## src/rtl/segment_ctrl_pkg.sv

```systemverilog
// Shared settings for the segment sequencer: trigger-mode encodings, controller
// state enum and default repetition-field width.
package segment_ctrl_pkg;

    localparam int unsigned REP_W_DEFAULT = 16;

    localparam logic [7:0] MODE_SYNC_IDX  = 8'h00;
    localparam logic [7:0] MODE_SYS_TIME  = 8'h01;
    localparam logic [7:0] MODE_GPIO      = 8'h02;
    localparam logic [7:0] MODE_EXT       = 8'h03;
    localparam logic [7:0] MODE_IMMEDIATE = 8'hFF;

    typedef enum logic [1:0] {
        StRun,
        StArmed,
        StStopped
    } seg_state_e;

    function automatic logic mode_valid(input logic [7:0] mode);
        case (mode)
            MODE_SYNC_IDX, MODE_SYS_TIME, MODE_GPIO, MODE_EXT, MODE_IMMEDIATE: return 1'b1;
            default: return 1'b0;
        endcase
    endfunction

endpackage

```

## src/rtl/segment_trigger.sv

```systemverilog
// Collapses the armed request's trigger condition (loop wrap, time compare or
// GPIO rising edge) into a single-cycle trigger strobe.
module segment_trigger
    import segment_ctrl_pkg::*;
(
    input  logic        clk,
    input  logic        rst_n,
    input  logic        armed,
    input  logic [7:0]  mode,
    input  logic [63:0] value,
    input  logic [63:0] sys_time,
    input  logic [3:0]  gpio_in,
    input  logic        loop_end,
    output logic        trigger
);

    logic [3:0] gpio_q;
    logic [3:0] gpio_rise;

    // History runs regardless of arming so a level already high is never an edge.
    always_ff @(posedge clk or negedge rst_n) begin
        if (!rst_n) begin
            gpio_q <= '0;
        end else begin
            gpio_q <= gpio_in;
        end
    end

    assign gpio_rise = gpio_in & ~gpio_q;

    always_comb begin
        trigger = 1'b0;
        if (armed) begin
            case (mode)
                MODE_SYNC_IDX, MODE_EXT: trigger = loop_end;
                MODE_SYS_TIME:           trigger = (sys_time >= value);
                MODE_GPIO:               trigger = gpio_rise[value[1:0]];
                MODE_IMMEDIATE:          trigger = 1'b1;
                default:                 trigger = 1'b0;
            endcase
        end
    end

endmodule

```

## src/rtl/segment_ctrl.sv

```systemverilog
// Segment sequencer: arms a requested segment, commits it on its trigger and
// counts repetitions of the active segment until stop or EXT auto-advance.
module segment_ctrl
    import segment_ctrl_pkg::*;
#(
    parameter int unsigned NUM_SEGMENTS = 4,
    parameter int unsigned SEG_W        = $clog2(NUM_SEGMENTS),
    parameter int unsigned REP_W        = REP_W_DEFAULT
) (
    input  logic              clk,
    input  logic              rst_n,
    input  logic              update,
    input  logic [SEG_W-1:0]  req_segment,
    input  logic [7:0]        transition_mode,
    input  logic [63:0]       transition_value,
    input  logic [REP_W-1:0]  rep,
    input  logic [63:0]       sys_time,
    input  logic [3:0]        gpio_in,
    input  logic              loop_end,
    output logic [SEG_W-1:0]  segment,
    output logic              seg_switch,
    output logic              pending,
    output logic              stop,
    output logic              err
);

    localparam logic [REP_W-1:0] REP_INF = '1;

    seg_state_e         state_q, state_d;
    logic [SEG_W-1:0]   seg_q, seg_d;
    logic               switch_q, switch_d;
    logic               stop_q, stop_d;
    logic               err_q, err_d;
    logic               ext_q, ext_d;
    logic [REP_W-1:0]   cnt_q, cnt_d;
    logic [REP_W-1:0]   rep_q, rep_d;
    logic [SEG_W-1:0]   req_seg_q, req_seg_d;
    logic [7:0]         req_mode_q, req_mode_d;
    logic [63:0]        req_value_q, req_value_d;
    logic [REP_W-1:0]   req_rep_q, req_rep_d;

    logic armed;
    logic trig;
    logic req_ok;
    logic commit;

    assign armed  = (state_q == StArmed);
    assign req_ok = update && mode_valid(transition_mode)
                    && (32'(req_segment) < NUM_SEGMENTS);
    // A fresh accepted request supersedes a trigger for the old one.
    assign commit = trig && !req_ok;

    segment_trigger u_trigger (
        .clk      (clk),
        .rst_n    (rst_n),
        .armed    (armed),
        .mode     (req_mode_q),
        .value    (req_value_q),
        .sys_time (sys_time),
        .gpio_in  (gpio_in),
        .loop_end (loop_end),
        .trigger  (trig)
    );

    always_comb begin
        state_d     = state_q;
        seg_d       = seg_q;
        switch_d    = 1'b0;
        stop_d      = stop_q;
        err_d       = err_q;
        ext_d       = ext_q;
        cnt_d       = cnt_q;
        rep_d       = rep_q;
        req_seg_d   = req_seg_q;
        req_mode_d  = req_mode_q;
        req_value_d = req_value_q;
        req_rep_d   = req_rep_q;

        if (req_ok) begin
            req_seg_d   = req_segment;
            req_mode_d  = transition_mode;
            req_value_d = transition_value;
            req_rep_d   = rep;
            state_d     = StArmed;
            err_d       = 1'b0;
            ext_d       = 1'b0;
        end else if (update) begin
            err_d = 1'b1;
        end

        if (commit) begin
            seg_d    = req_seg_q;
            switch_d = 1'b1;
            cnt_d    = req_rep_q;
            rep_d    = req_rep_q;
            ext_d    = (req_mode_q == MODE_EXT);
            stop_d   = 1'b0;
            state_d  = StRun;
        end else if (loop_end && !stop_q && cnt_q != REP_INF) begin
            // Active segment keeps counting even while a new request is armed.
            if (cnt_q == '0) begin
                if (ext_q) begin
                    seg_d    = (seg_q == SEG_W'(NUM_SEGMENTS - 1)) ? '0 : seg_q + 1'b1;
                    switch_d = 1'b1;
                    cnt_d    = rep_q;
                end else begin
                    stop_d = 1'b1;
                    if (!req_ok && state_q == StRun) begin
                        state_d = StStopped;
                    end
                end
            end else begin
                cnt_d = cnt_q - 1'b1;
            end
        end
    end

    always_ff @(posedge clk or negedge rst_n) begin
        if (!rst_n) begin
            state_q     <= StRun;
            seg_q       <= '0;
            switch_q    <= 1'b0;
            stop_q      <= 1'b0;
            err_q       <= 1'b0;
            ext_q       <= 1'b0;
            cnt_q       <= REP_INF;
            rep_q       <= REP_INF;
            req_seg_q   <= '0;
            req_mode_q  <= MODE_SYNC_IDX;
            req_value_q <= '0;
            req_rep_q   <= REP_INF;
        end else begin
            state_q     <= state_d;
            seg_q       <= seg_d;
            switch_q    <= switch_d;
            stop_q      <= stop_d;
            err_q       <= err_d;
            ext_q       <= ext_d;
            cnt_q       <= cnt_d;
            rep_q       <= rep_d;
            req_seg_q   <= req_seg_d;
            req_mode_q  <= req_mode_d;
            req_value_q <= req_value_d;
            req_rep_q   <= req_rep_d;
        end
    end

    assign segment    = seg_q;
    assign seg_switch = switch_q;
    assign pending    = armed;
    assign stop       = stop_q;
    assign err        = err_q;

endmodule

```

## config.mk

```make
export PLATFORM = sky130hd
export DESIGN_NAME = segment_ctrl
export DESIGN_NICKNAME = d
export VERILOG_FILES = /design/src/rtl/segment_ctrl_pkg.sv /design/src/rtl/segment_trigger.sv /design/src/rtl/segment_ctrl.sv
export SDC_FILE = /design/constraint.sdc
export NUM_CORES = 1
export LEC_CHECK = 0
export CAP_MARGIN = 20
export CORE_MARGIN = 1.5
export CORE_UTILIZATION = 40
export DETAILED_ROUTE_END_ITERATION = 8
export PLACE_DENSITY = 0.72
export SYNTH_ARGS = -nofsm -noshare
export SYNTH_HDL_FRONTEND = slang
export SYNTH_SLANG_ARGS = --single-unit
```

## constraint.sdc

```tcl
create_clock -name clk -period 4.7 [get_ports clk]
set_clock_uncertainty 0.2 [all_clocks]
set_input_delay 0.47 -clock clk [delete_from_list [all_inputs] [get_ports clk]]
set_output_delay 0.47 -clock clk [all_outputs]
set_load 0.02 [all_outputs]
```

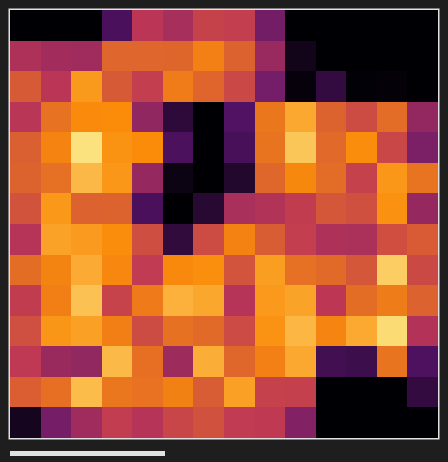
*Local utilization, run 1*
Scale bar: 50 µm. 14 x 14 tiles, from black (low) to pale yellow (high), 0 to 100% covered.
The mean over all tiles is 50%. 18% of the tiles are over 75% full. The fullest tile reaches 94%.
core region area: 0.0180 mm²
final core area utilization: 54.7%

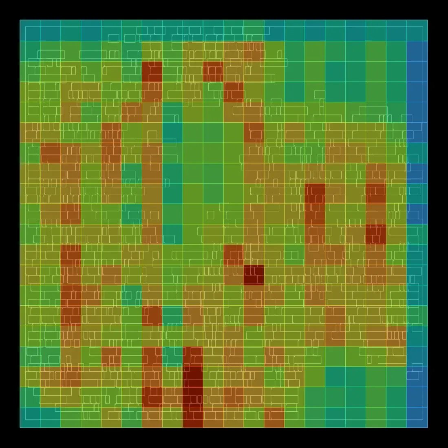
*Routing congestion map, run 1*
met2 Use GR: 33.5%
layer with the highest usage after global routing: met2

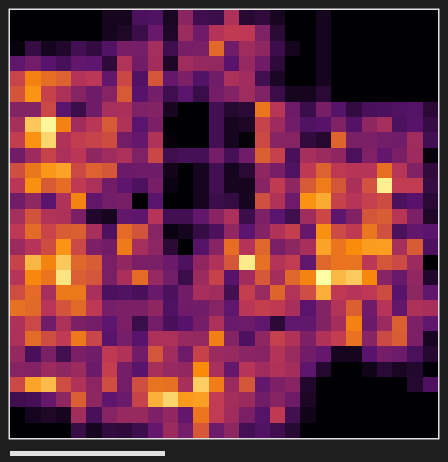
*Wire density map, run 1*
Scale bar: 50 µm. 28 x 28 tiles, from black (low) to pale yellow (high), scaled to the fullest tile. Values are wire area over tile area, all layers added.
The fullest tile reaches 0.46. 15% of the tiles are nearly empty. 23% of the tiles are over half the peak. The emptiest ninth of the die: top right.
routed length per instance: 14.9 µm
total wire length: 17.7 mm

==> impl_metrics.json, run 1 <==
{
  "dr.pass1.iters": 4,
  "ff_count": 134,
  "synth_area_per_cell_um2": 9.32,
  "syn-instance-count": 785,
  "critical_path.reg2reg.startpoint": "req_value_q[5]$_DFFE_PN0P_",
  "openroad.warnings": 29,
  "maxPowerGroup": "registers",
  "inverters_excl_clock": 74,
  "seq_area_frac_synth_pct": 46.7,
  "cp_num_cells": 10,
  "fin_setup_tns_ns": 0,
  "timing.critical_path.from_type": "input port",
  "die_h_um": 138,
  "maxUsedRoutingLayer": "met4",
  "timing.final.max_slew_violations": 0,
  "postSynth.topFlopCell": "dfrtp_1",
  "synth_cell_type_count": 52,
  "largest_cell_class": "logic gates",
  "path_delay_family": "AND-OR/OR-AND gates",
  "crit_arrival_ns": 3.49,
  "buffers_excl_clock": 175,
  "floorplan.io_pins": 168,
  "top_register": "req_value_q",
  "via_count_of_the_first_global_routing_pass": 6147,
  "wl_met3_mm": 1.36,
  "fp-row-count": 49,
  "seq-cell-share_pct": 34.7,
  "sequentialPowerShare_pct": 42.0,
  "floorplan.nets": 1014,
  "max_clock_freq_mhz": 295,
  "syn_area_mm2": 0.00732,
  "post_synth_most_frequent_cells": "nand2_1 (155), o21ai_0 (91), dfrtp_1 (86)",
  "layout.cells.most_common": "clkdlybuf4s50_1",
  "grt.met3_usage_pct": 7.83,
  "hold_path.class": "flip-flop to flip-flop",
  "grt_max_degree": 109,
  "synth-async-reset-ratio_pct": 100,
  "timing.rr.end": "segment[1]$_DFFE_PN0P_",
  "grt_antenna_before_repair": 0,
  "drc": 0,
  "rsz0062_at_grt": "false",
  "area.combinational_mm2": 0.00348,
  "cts_tree": "done",
  "power.share.switching_pct": 30.2,
  "chipArea_mm2": 0.0191,
  "leakage_uw": 0.00440,
  "number_of_synthesized_register_bits": 134,
  "comb_power_share_pct": 26.1,
  "power-per-cell-area_mw_per_mm2": 433,
  "min_delay_worst_endpoint": "req_rep_q[2]$_DFFE_PN1P_",
  "grt_use_total_pct": 19.5,
  "clock-root-buffer": "clkbuf_16",
  "fin_crit_sh_pct": 72.1,
  "regArea_mm2": 0.00341,
  "largest_register_ffs": 64,
  "post_synth_area_hogs": "dfrtp_1 (29%), dfstp_2 (17%), ha_1 (11%)",
  "cts.reportedPaths.clkPinSlew_ns": 0.06,
  "routed_via_density": 5.09,
  "critical_path_required_ns": 4.80,
  "cp_max_fo": 36,
  "layout.clock.cell_area_share_pct": 6.14,
  "place.gp.congestion": 0.827,
  "max-slew-margin-rel_pct": 41.9,
  "buffer_ports.inserted": 167,
  "setup_crit_path_kind": "input port to flip-flop",
  "setup-violations-final": 0,
  "core_util_floorplan_pct": 40.7,
  "wl_met2_mm": 8.93,
  "number_of_flops_mapped_to_enable_cells_by_yosys": 0,
  "max-clock-path-buffers": 2,
  "synth.most_common_cell": "nand2_1",
  "globalRouteOverflowTotal": 0,
  "area_delta_synth_final_pct": 34.3,
  "drive_gt1_share_pct": 11.6,
  "fin_crit_ns": 3.39,
  "sh_comb_area_pct": 35.5,
  "worstMarginPinSlew_ns": 0.871,
  "buf_share_pct": 17.9,
  "drv_cap": 0,
  "clock_latency_ns": 0.42,
  "internal_power_uw": 2970,
  "worstSetupEndpoint": "segment[1]$_DFFE_PN0P_",
  "first_iter_violations": 229,
  "wl_met1_mm": 7.23,
  "multiInputCombCellCount": 544,
  "fillerInstances": 1611,
  "finalHoldViolCount": 0,
  "drtAntennaViolNets": 0,
  "synth.largest_area_cell": "dfrtp_1",
  "clock_buffers": 18,
  "worst-r2r-cell-count": 10,
  "p_sw_uw": 1280,
  "post_cts.repair.setup_buffers": 0,
  "cts-buffers-inserted": 17,
  "grt_pass1_wl_mm": 29.8,
  "max_stage_delay_on_crit_path_ns": 0.51,
  "result_of_the_run": "complete, no violations",
  "worstSetupStartpoint": "sys_time[14]",
  "worstPathBufferInverterCount": 2,
  "cp-end-kind": "flip-flop",
  "vdd_drop_max_v": 0.000301,
  "post-synth-top-area-fraction_pct": 29.4,
  "vias": 6048,
  "comb_power_uw": 1110,
  "fraction_of_power_consumed_by_the_clock_network_pct": 31.8,
  "seq-power_uw": 1790,
  "hold_path_depth": 2,
  "fin_nets": 1175,
  "well_tap_count": 229,
  "power_clock_uw": 1350,
  "critical_path.cell_chain": "clkdlybuf4s50_1 > ha_1 > nand4_1 > nor2_1 > a211o_1 > or4_1 > a221o_1 > o31ai_4 > buf_12 > mux2_2",
  "cts_num_sinks": 134,
  "setup.reg_to_reg.worst_slack_ns": 1.42,
  "groute.layer.met1.usage_pct": 22.6
}
## run 1: kinds of logic (layout without fill, tap and decap cells)
logic type               after synthesis  count (layout)  synth area share, %
AND/OR/NAND/NOR                      260             260                 16.6
AND-OR/OR-AND                        189             189                 15.2
adder cells (fa/ha/maj)               67              67                 11.5
buffers and inverters                107             281                 5.83
multiplexers                          28              28                 4.29
flip-flops                           134             134                 46.7
## run 1: per-stage QoR
stage	hold slack (ns)	cell area, µm²	worst slack, ns	utilization, %	cells
after global routing	0.293	9820	1.20	54.7	1188
after CTS	0.264	9820	1.31	54.7	1188
after detailed placement	0.255	9210	0.873	51.3	1155
final	0.260	9820	1.31	54.7	1188
after global placement	0.252	9210	0.900	51.3	1155
after floorplan	-0.0256	7320	1.40	-	785
==> inputs of run 2 (changes only) <==
Settings changed: PLACE_DENSITY 0.72 to 0.75.
Clock period 4.7 ns to 2.8 ns, I/O delays scaled along.
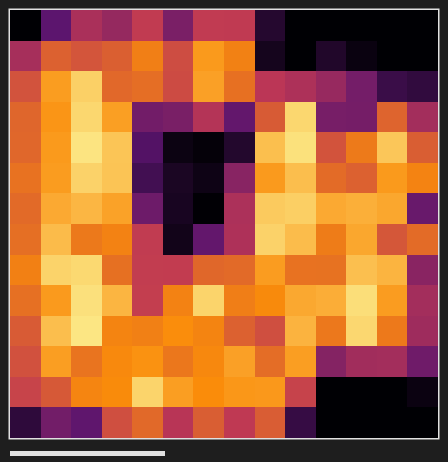
*Local utilization, run 2*
Scale bar: 50 µm. 14 x 14 tiles, from black (low) to pale yellow (high), 0 to 100% covered.
30% of the tiles are over 75% full. The mean over all tiles is 55%. The emptiest ninth of the die: top right. The fullest tile reaches 95%. 9.2% of the tiles are nearly empty.
Initial Utilization: 40.7%
final core area utilization: 60.1%

==> run 2 against run 1 <==
The flow now finishes with violations (setup timing). Synthesized cell count stayed put. Clock power is 73% higher. Non-clock buffer count is 72 higher. Via count is 6.3% higher. Register-to-register slack worse by 1.9 ns. Cell area is 9.9% higher. Sequential share of layout area is 3.1 points lower. Critical path type is now flip-flop to flip-flop. Largest cell class unchanged.
==> impl_metrics.json, run 2 <==
{
  "layout.cells.most_common": "clkdlybuf4s50_1",
  "wl_met1_mm": 7.87,
  "cts.reportedPaths.clkPinSlew_ns": 0.06,
  "ys_top_logic_family": "simple AND/OR/NAND/NOR gates",
  "synth.area.mux_share_pct": 4.29,
  "maxUsedRoutingLayer": "met4",
  "fin_crit_ns": 3.24,
  "chipArea_mm2": 0.0191,
  "wl_met2_mm": 9.98,
  "post-synth-top-area-fraction_pct": 29.4,
  "layout.clock.cell_area_share_pct": 5.69,
  "sequentialPowerShare_pct": 38.1,
  "grt_use_total_pct": 21.3,
  "grt_antenna_before_repair": 0,
  "fillerInstances": 1483,
  "power-per-cell-area_mw_per_mm2": 727,
  "largest_register_ffs": 64,
  "core-area_mm2": 0.0180,
  "die_width_um": 138,
  "dp_worst_setup_slack_ns": -0.882,
  "synth.largest_area_cell": "dfrtp_1",
  "drtAntennaViolNets": 0,
  "maxPowerGroup": "registers",
  "fraction_of_power_consumed_by_the_clock_network_pct": 29.7,
  "cts_tree": "done",
  "power.share.switching_pct": 30.0,
  "hold_path.class": "input port to flip-flop",
  "setup_crit_path_kind": "flip-flop to flip-flop",
  "vias": 6430,
  "clock-root-buffer": "clkbuf_16",
  "regArea_mm2": 0.00341,
  "number_of_flops_mapped_to_enable_cells_by_yosys": 0,
  "max_clock_freq_mhz": 309,
  "routed_length_per_instance_um": 15.4,
  "fin_hold_ws_ns": 0.121,
  "max-slew-margin-rel_pct": 54.7,
  "simple_gate_area_share_pct": 16.6,
  "timing.critical_path.from_type": "flip-flop",
  "max-clock-path-buffers": 2,
  "floorplan.io_pins": 168,
  "area_delta_synth_final_pct": 47.6,
  "ff_count": 134,
  "inverters_excl_clock": 74,
  "floorplan.nets": 1014,
  "path_delay_family": "AND-OR/OR-AND gates",
  "cts-hold-fix-buffers": 1,
  "well_tap_count": 229,
  "max_stage_delay_on_crit_path_ns": 0.49,
  "power_clock_uw": 2330,
  "clock_latency_ns": 0.43,
  "grt_max_degree": 74,
  "openroad.warnings": 30,
  "area.combinational_mm2": 0.00378,
  "worstMarginPinSlew_ns": 0.680,
  "total_wire_length_mm": 19.4,
  "cts_num_sinks": 134,
  "synth-async-reset-ratio_pct": 100,
  "rsz0062_at_grt": "true",
  "first_iter_violations": 268,
  "synth_compound_gate_area_share_pct": 15.2,
  "largest_cell_class": "logic gates",
  "buffers_excl_clock": 247,
  "multiInputCombCellCount": 544,
  "sh_comb_area_pct": 35.0,
  "drv_cap": 0,
  "cp-end-kind": "flip-flop",
  "fin_nets": 1247,
  "seq_area_frac_synth_pct": 46.7,
  "setup-violations-final": 38,
  "worstPathBufferInverterCount": 3,
  "fp-row-count": 49,
  "buffer_ports.inserted": 167,
  "post_cts.repair.setup_buffers": 4,
  "number_of_synthesized_register_bits": 134,
  "place_inst": 1220,
  "drc": 0,
  "dr.pass1.iters": 5,
  "final.setup.worst_slack_ns": -0.441,
  "globalRouteMet2Util_pct": 37.3,
  "cts-buffers-inserted": 17,
  "routed_via_density": 5.11,
  "place.gp.congestion": 0.843,
  "finalHoldViolCount": 0,
  "post_synth_most_frequent_cells": "nand2_1 (155), o21ai_0 (91), dfrtp_1 (86)",
  "seq-cell-share_pct": 31.6,
  "critical_path_required_ns": 2.91,
  "cp_max_fo": 8,
  "synth_area_per_cell_um2": 9.32,
  "grt-busiest-layer": "met2",
  "syn-instance-count": 785,
  "grt.met3_usage_pct": 6.89,
  "finish.cell_count_without_fillers": 1259,
  "internal_power_uw": 5490,
  "post_synth_area_hogs": "dfrtp_1 (29%), dfstp_2 (17%), ha_1 (11%)",
  "die_h_um": 138,
  "synth_cell_type_count": 52,
  "result_of_the_run": "complete, but fails checks",
  "clock_buffers": 20,
  "buf_share_pct": 22.5,
  "p_sw_uw": 2360,
  "placed_area_mm2": 0.00985,
  "failed_checks": "setup timing",
  "groute.layer.met1.usage_pct": 24.6,
  "fin_crit_sh_pct": 116,
  "wl_met3_mm": 1.29,
  "comb_power_share_pct": 32.3,
  "synth.cellmix.xorXnorShare_pct": 0,
  "critical_path.cell_chain": "inv_2 > ha_4 > a21oi_2 > o21ai_2 > a211o_1 > or4_4 > a221o_1 > o31ai_4 > buf_6 > buf_12 > mux2_4",
  "globalRouteOverflowTotal": 0
}
run 2: worst paths after layout:
check                                      startpoint                             to  slack, ns  cells past startpoint
hold reg to reg              req_rep_q[8]$_DFFE_PN1P_       req_rep_q[8]$_DFFE_PN1P_       0.26                      2
hold / removal                             gpio_in[0]  u_trigger.gpio_q[0]$_DFF_PN0_       0.12                      1
max in group asynchronous                       rst_n    req_value_q[35]$_DFFE_PN0P_       1.38                      3
setup / recovery           req_value_q[5]$_DFFE_PN0P_         segment[0]$_DFFE_PN0P_      -0.44                     11
setup reg to reg           req_value_q[5]$_DFFE_PN0P_         segment[0]$_DFFE_PN0P_      -0.44                     11
min in group asynchronous                       rst_n         segment[0]$_DFFE_PN0P_       0.24                      2
Power is estimated from default activity; no workload was simulated.
